### src/rtl/onchip_mem_copy_pkg.sv
// onchip_mem_copy_pkg
// Shared definitions for the on-chip memory copy initiator:
//   - default geometry of the on-chip memory slave (address/data width, depth)
//   - default width of the copy length field
//   - BE_ALL: all-ones byte-enable mask. It is wider than any supported bus,
//     so users slice it down to DATA_W/8 bits.
//   - state_e: copy engine states
package onchip_mem_copy_pkg;

  localparam int unsigned DEF_ADDR_W = 13;
  localparam int unsigned DEF_DATA_W = 32;
  localparam int unsigned DEF_DEPTH  = 6050;
  localparam int unsigned DEF_LEN_W  = 14;

  localparam logic [127:0] BE_ALL = '1;

  typedef enum logic [2:0] {
    IDLE,
    CHECK,
    RD,
    CAP,
    WR,
    FIN
  } state_e;

endpackage

### src/rtl/onchip_mem_copy_master.sv
// onchip_mem_copy_master
// Avalon-MM initiator that copies blocks of words inside one single-port
// on-chip memory. The memory has a fixed 1-cycle read latency and no
// waitrequest. Each word takes 3 cycles: read, capture, write. Copies run in
// ascending address order, so when the regions overlap forward the source
// pattern propagates (defined behaviour).
//
// Ports
//   clk, reset          : clock and synchronous active-high reset
//   cmd_valid/cmd_ready : command handshake. cmd_ready is high only while idle.
//   cmd_src/dst/len     : source and destination start word addresses, length in words
//   busy                : high from command accept until the done/error pulse
//   done / error        : 1-cycle completion / range-reject pulses
//   address, byteenable, chipselect, write, writedata, readdata, clken :
//                         memory port. clken is tied high.
//   checksum            : only present when COPY_CHECKSUM_EN is defined. It is
//                         the sum modulo 2^DATA_W of every word read by the
//                         current command.
//
// Build option: define COPY_CHECKSUM_EN to add the checksum output and adder.
module onchip_mem_copy_master
  import onchip_mem_copy_pkg::*;
#(
  parameter int unsigned ADDR_W = DEF_ADDR_W,
  parameter int unsigned DATA_W = DEF_DATA_W,
  parameter int unsigned DEPTH  = DEF_DEPTH,
  parameter int unsigned LEN_W  = DEF_LEN_W
) (
  input  logic                  clk,
  input  logic                  reset,
  input  logic                  cmd_valid,
  output logic                  cmd_ready,
  input  logic [ADDR_W-1:0]     cmd_src,
  input  logic [ADDR_W-1:0]     cmd_dst,
  input  logic [LEN_W-1:0]      cmd_len,
  output logic                  busy,
  output logic                  done,
  output logic                  error,
  output logic [ADDR_W-1:0]     address,
  output logic [DATA_W/8-1:0]   byteenable,
  output logic                  chipselect,
  output logic                  write,
  output logic [DATA_W-1:0]     writedata,
  input  logic [DATA_W-1:0]     readdata,
  output logic                  clken
`ifdef COPY_CHECKSUM_EN
  ,
  output logic [DATA_W-1:0]     checksum
`endif
);

  localparam int unsigned BE_W  = DATA_W / 8;
  localparam int unsigned SUM_W = LEN_W + 1;

  state_e              state_q, state_d;
  logic [ADDR_W-1:0]   src_q, src_d;
  logic [ADDR_W-1:0]   dst_q, dst_d;
  logic [LEN_W-1:0]    len_q, len_d;
  logic [LEN_W-1:0]    idx_q, idx_d;
  logic                err_q, err_d;
  logic                cmd_ready_q, cmd_ready_d;
  logic                busy_q, busy_d;
  logic                done_q, done_d;
  logic                error_q, error_d;
  logic [ADDR_W-1:0]   address_q, address_d;
  logic [BE_W-1:0]     byteenable_q, byteenable_d;
  logic                chipselect_q, chipselect_d;
  logic                write_q, write_d;
  logic [DATA_W-1:0]   writedata_q, writedata_d;
`ifdef COPY_CHECKSUM_EN
  logic [DATA_W-1:0]   checksum_q, checksum_d;
`endif

  // Region end addresses, one bit wider than the length so they cannot wrap.
  logic [SUM_W-1:0]    src_end, dst_end;
  logic [LEN_W-1:0]    idx_next;
  logic                range_bad;

  assign src_end   = SUM_W'(src_q) + SUM_W'(len_q);
  assign dst_end   = SUM_W'(dst_q) + SUM_W'(len_q);
  assign range_bad = (src_end > SUM_W'(DEPTH)) || (dst_end > SUM_W'(DEPTH));
  assign idx_next  = idx_q + LEN_W'(1);

  always_comb begin
    state_d      = state_q;
    src_d        = src_q;
    dst_d        = dst_q;
    len_d        = len_q;
    idx_d        = idx_q;
    err_d        = err_q;
    busy_d       = busy_q;
    done_d       = 1'b0;
    error_d      = 1'b0;
    address_d    = '0;
    byteenable_d = '0;
    chipselect_d = 1'b0;
    write_d      = 1'b0;
    writedata_d  = writedata_q;
`ifdef COPY_CHECKSUM_EN
    checksum_d   = checksum_q;
`endif

    // The bus outputs are computed for the state being entered, so the
    // registered strobes line up with the state they belong to.
    unique case (state_q)
      IDLE: begin
        if (cmd_valid && cmd_ready_q) begin
          src_d   = cmd_src;
          dst_d   = cmd_dst;
          len_d   = cmd_len;
          idx_d   = '0;
          err_d   = 1'b0;
          busy_d  = 1'b1;
`ifdef COPY_CHECKSUM_EN
          checksum_d = '0;
`endif
          state_d = CHECK;
        end
      end

      CHECK: begin
        if (range_bad) begin
          err_d   = 1'b1;
          state_d = FIN;
        end else if (len_q == '0) begin
          state_d = FIN;
        end else begin
          state_d      = RD;
          chipselect_d = 1'b1;
          address_d    = src_q;
          byteenable_d = BE_ALL[BE_W-1:0];
        end
      end

      RD: begin
        state_d = CAP;
      end

      CAP: begin
        // readdata belongs to the read issued in RD; writedata doubles as
        // the data holding register for the following write.
        writedata_d  = readdata;
`ifdef COPY_CHECKSUM_EN
        checksum_d   = checksum_q + readdata;
`endif
        state_d      = WR;
        chipselect_d = 1'b1;
        write_d      = 1'b1;
        address_d    = dst_q + ADDR_W'(idx_q);
        byteenable_d = BE_ALL[BE_W-1:0];
      end

      WR: begin
        idx_d = idx_next;
        if (idx_next == len_q) begin
          state_d = FIN;
        end else begin
          state_d      = RD;
          chipselect_d = 1'b1;
          address_d    = src_q + ADDR_W'(idx_next);
          byteenable_d = BE_ALL[BE_W-1:0];
        end
      end

      FIN: begin
        done_d  = ~err_q;
        error_d = err_q;
        busy_d  = 1'b0;
        state_d = IDLE;
      end

      default: begin
        state_d = IDLE;
      end
    endcase
  end

  // Ready only when idle now and staying idle. This keeps cmd_ready low
  // during the done/error pulse and during the cycle after an accept.
  assign cmd_ready_d = (state_q == IDLE) && (state_d == IDLE);

  always_ff @(posedge clk) begin
    if (reset) begin
      state_q      <= IDLE;
      src_q        <= '0;
      dst_q        <= '0;
      len_q        <= '0;
      idx_q        <= '0;
      err_q        <= 1'b0;
      cmd_ready_q  <= 1'b1;
      busy_q       <= 1'b0;
      done_q       <= 1'b0;
      error_q      <= 1'b0;
      address_q    <= '0;
      byteenable_q <= '0;
      chipselect_q <= 1'b0;
      write_q      <= 1'b0;
      writedata_q  <= '0;
`ifdef COPY_CHECKSUM_EN
      checksum_q   <= '0;
`endif
    end else begin
      state_q      <= state_d;
      src_q        <= src_d;
      dst_q        <= dst_d;
      len_q        <= len_d;
      idx_q        <= idx_d;
      err_q        <= err_d;
      cmd_ready_q  <= cmd_ready_d;
      busy_q       <= busy_d;
      done_q       <= done_d;
      error_q      <= error_d;
      address_q    <= address_d;
      byteenable_q <= byteenable_d;
      chipselect_q <= chipselect_d;
      write_q      <= write_d;
      writedata_q  <= writedata_d;
`ifdef COPY_CHECKSUM_EN
      checksum_q   <= checksum_d;
`endif
    end
  end

  assign cmd_ready  = cmd_ready_q;
  assign busy       = busy_q;
  assign done       = done_q;
  assign error      = error_q;
  assign address    = address_q;
  assign byteenable = byteenable_q;
  assign chipselect = chipselect_q;
  assign write      = write_q;
  assign writedata  = writedata_q;
  assign clken      = 1'b1;
`ifdef COPY_CHECKSUM_EN
  assign checksum   = checksum_q;
`endif

endmodule
### config.mk
export PLATFORM = sky130hd
export DESIGN_NAME = onchip_mem_copy_master
export DESIGN_NICKNAME = d
export VERILOG_FILES = /design/src/rtl/onchip_mem_copy_pkg.sv /design/src/rtl/onchip_mem_copy_master.sv
export SDC_FILE = /design/constraint.sdc
export NUM_CORES = 1
export LEC_CHECK = 0
export CORE_AREA = 8 8 125 127
export DETAILED_ROUTE_END_ITERATION = 7
export DIE_AREA = 0 0 133 135
export GPL_ROUTABILITY_DRIVEN = 0
export PLACE_DENSITY = 0.81
export SETUP_SLACK_MARGIN = 0.1
export SLEW_MARGIN = 20
export SYNTH_ARGS = -nofsm -noshare
export SYNTH_HDL_FRONTEND = slang
export SYNTH_SLANG_ARGS = --single-unit
### constraint.sdc
create_clock -name clk -period 3.6 [get_ports clk]
set_input_delay 1.08 -clock clk [delete_from_list [all_inputs] [get_ports clk]]
set_output_delay 1.08 -clock clk [all_outputs]
set_load 0.05 [all_outputs]
==> images/registers.png <==
Bar = 50 um.
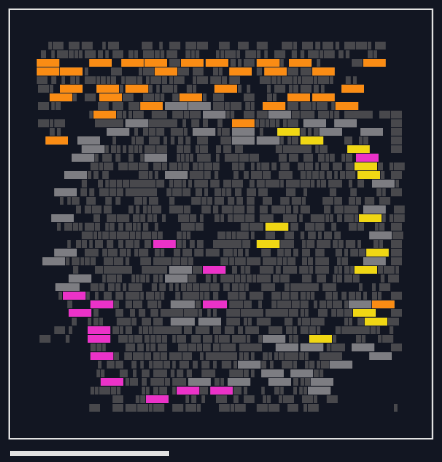
netlist name	color	sequential cells
`len_q`	magenta	14
`address`	yellow	13
`writedata`	orange	32
not colored	50
register share of the cell area: 24.4%
register area: 0.00219 mm2
Sequential Power: 1.60 mW
final design utilization: 65.7%

==> images/final_congestion.png <==
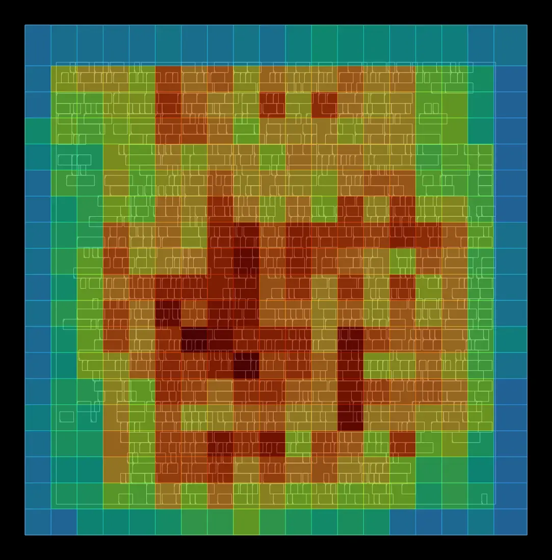
Tot GR Track Use: 25.3%
GR Layer Usage met1: 31.6%
DR WL/cell: 18.5 um
Global Route met3 Usage: 7.10%

==> GITHUB_STEP_SUMMARY <==
### Flow metrics

| Metric | Value |
|---|---|
| Status | `finished, final reports clean` |
| Post-CTS Setup Repair Bufs | `0` |
| Hold buffer count at CTS | `0` |
| Final instance area | `0.00895 mm2` |
| Proportion of synthesized flip-flops having asynchronous set or reset | `0%` |
| Min-delay src | `writedata[26]` |
| Floorplan Nets | `~1100` |
| Most frequent logic cells in the routed design | `nand2_1 (192), clkdlybuf4s50_1 (128), a21oi_1 (117)` |
| Late-Pin Clk Latency | `0.37 ns` |
| CP Launch Point | `len_q[1]` |
| First-pass GRT wire length | `36.4 mm` |
| Power per Cell Area | `523 mW/mm2` |
| Setup TNS | `0 ns` |
| WHS Path Cells | `2` |
| Actual slew at the worst max-slew pin | `1.05 ns` |
| Met3 routed WL | `2.12 mm` |
| WP data required | `~3.8 ns` |
| Clk pin slew, worst setup/hold paths | `0.07 ns` |
| Worst path top cell family by delay | `AND-OR/OR-AND gates` |
| Die Y | `~140 um` |
| Warning total across the stage logs | `26` |
| Top Usage Layer GRT | `met2` |
| RSZ-0062 raised after global routing | `false` |
| Register share of total power | `34.2%` |
| Bufs and invs on worst path | `2` |
| Ys Warns | `0` |
| Reg-to-reg slack, setup | `around 0.30 ns` |
| Sw power | `between 2 and 2.5 mW` |
| Area share, top type | `30.1%` |
| Met2 WL | `10.8 mm` |
| Clock-net power | `roughly 0.95 mW` |
| CP Launch Type | `flip-flop` |
| Core area | `roughly 0.014 mm2` |
| Share of post-route cells with drive strength above 1 | `about 6.0%` |
| Init Core Util | `a little over half` |
| Min Hold Slack | `approximately 0.45 ns` |
| Post-synthesis sequential area ratio | `between 30% and 40%` |
| Rows | `around 43` |
| Setup-failing EPs final | `0` |
| N_diodes | `0` |
| Io pins | `~130` |
| GR Layer Usage met2 | `about two fifths` |
| Post-synth EDFFs | `0` |
| Max reg flops | `32` |
| Final ANT Viol Nets | `0` |
| Register-to-Register Path Depth | `12` |
| Setup CP Type | `flip-flop to flip-flop` |
| Non-Filler Instances | `around 1200` |
| Die width | `~130 um` |
| Syn Inst Count | `960` |
| Clock power frac | `20.3%` |
| Final HPWL from detailed placement | `around 17 mm` |
| Detailed Route Iter0 Violations | `~700` |
| Num CTS Buffers | `9` |
| Most instantiated library cell after synthesis | `nand2_1` |
| Top power group | `combinational cells` |
| Tot Pwr | `between 4 and 5 mW` |
| Synth area leader | `dfxtp_1` |
| Critical Path End | `address[11]` |
| GRT overflow | `0` |
| Max-Cap Viols | `0` |
| Logic cell area | `around 0.0047 mm2` |
| Top Metal Used | `met4` |
| Synthesized cell area | `0.00725 mm2` |
| Peak supply drop | `0.000386 V` |
| Fmax | `around 0.3 GHz` |
| Critical-path top delay cell | `or4_4` |
| CP Max Fanout | `13` |
| Hold Path Sink | `writedata[26]` |
| Most used logic cell in the final layout | `nand2_1` |
| Worst path depth | `12` |
==> images/metal_stack.png <==
Only two layers are drawn.
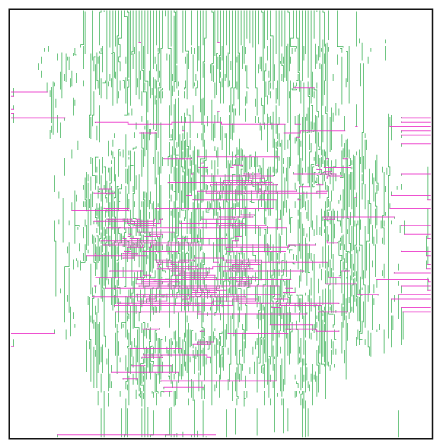
layer	color	wire length
met2	green	10800 um
met3	magenta	2120 um
DR vias: 7461
Routed WL: 23.1 mm

==> images/met1.png <==
Bar = 50 um. Supply wires on this layer in gray. Cells faint in the background.
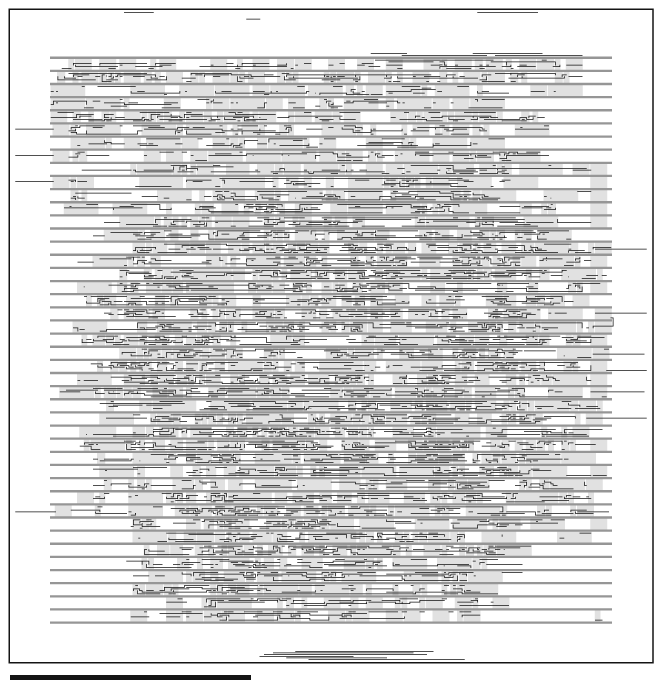
main direction	horizontal
share of all routed wire	41%
nets with wire on the layer	1113
longest straight run	50.1 um
wire length on this layer	9470 um

## cell families after synthesis
family | after synthesis | share of synthesized area, %
xor gates and xnor gates | 44 | 5.69
muxes | 1 | 0.138
DFF | 109 | 30.1
buffers and inverters | 92 | 5.23
AOI/OAI and AO/OA | 275 | 24.5
and+or+nand+nor | 383 | 24.4
adders and majority gates | 55 | 9.91
other | 1 | 0.0517
## cell type report
| cell class | count | area share [%] |
|---|---|---|
| well taps | 180 | 2.52 |
| clock buffers | 11 | 2.71 |
| multi-input cells | 759 | 52.6 |
| inverters | 34 | 1.43 |
| repair buffers | 147 | 15.9 |
| flip-flops and latches | 109 | 24.4 |
| clock inverters | 5 | 0.406 |
Power and IR drop assume default switching activity.
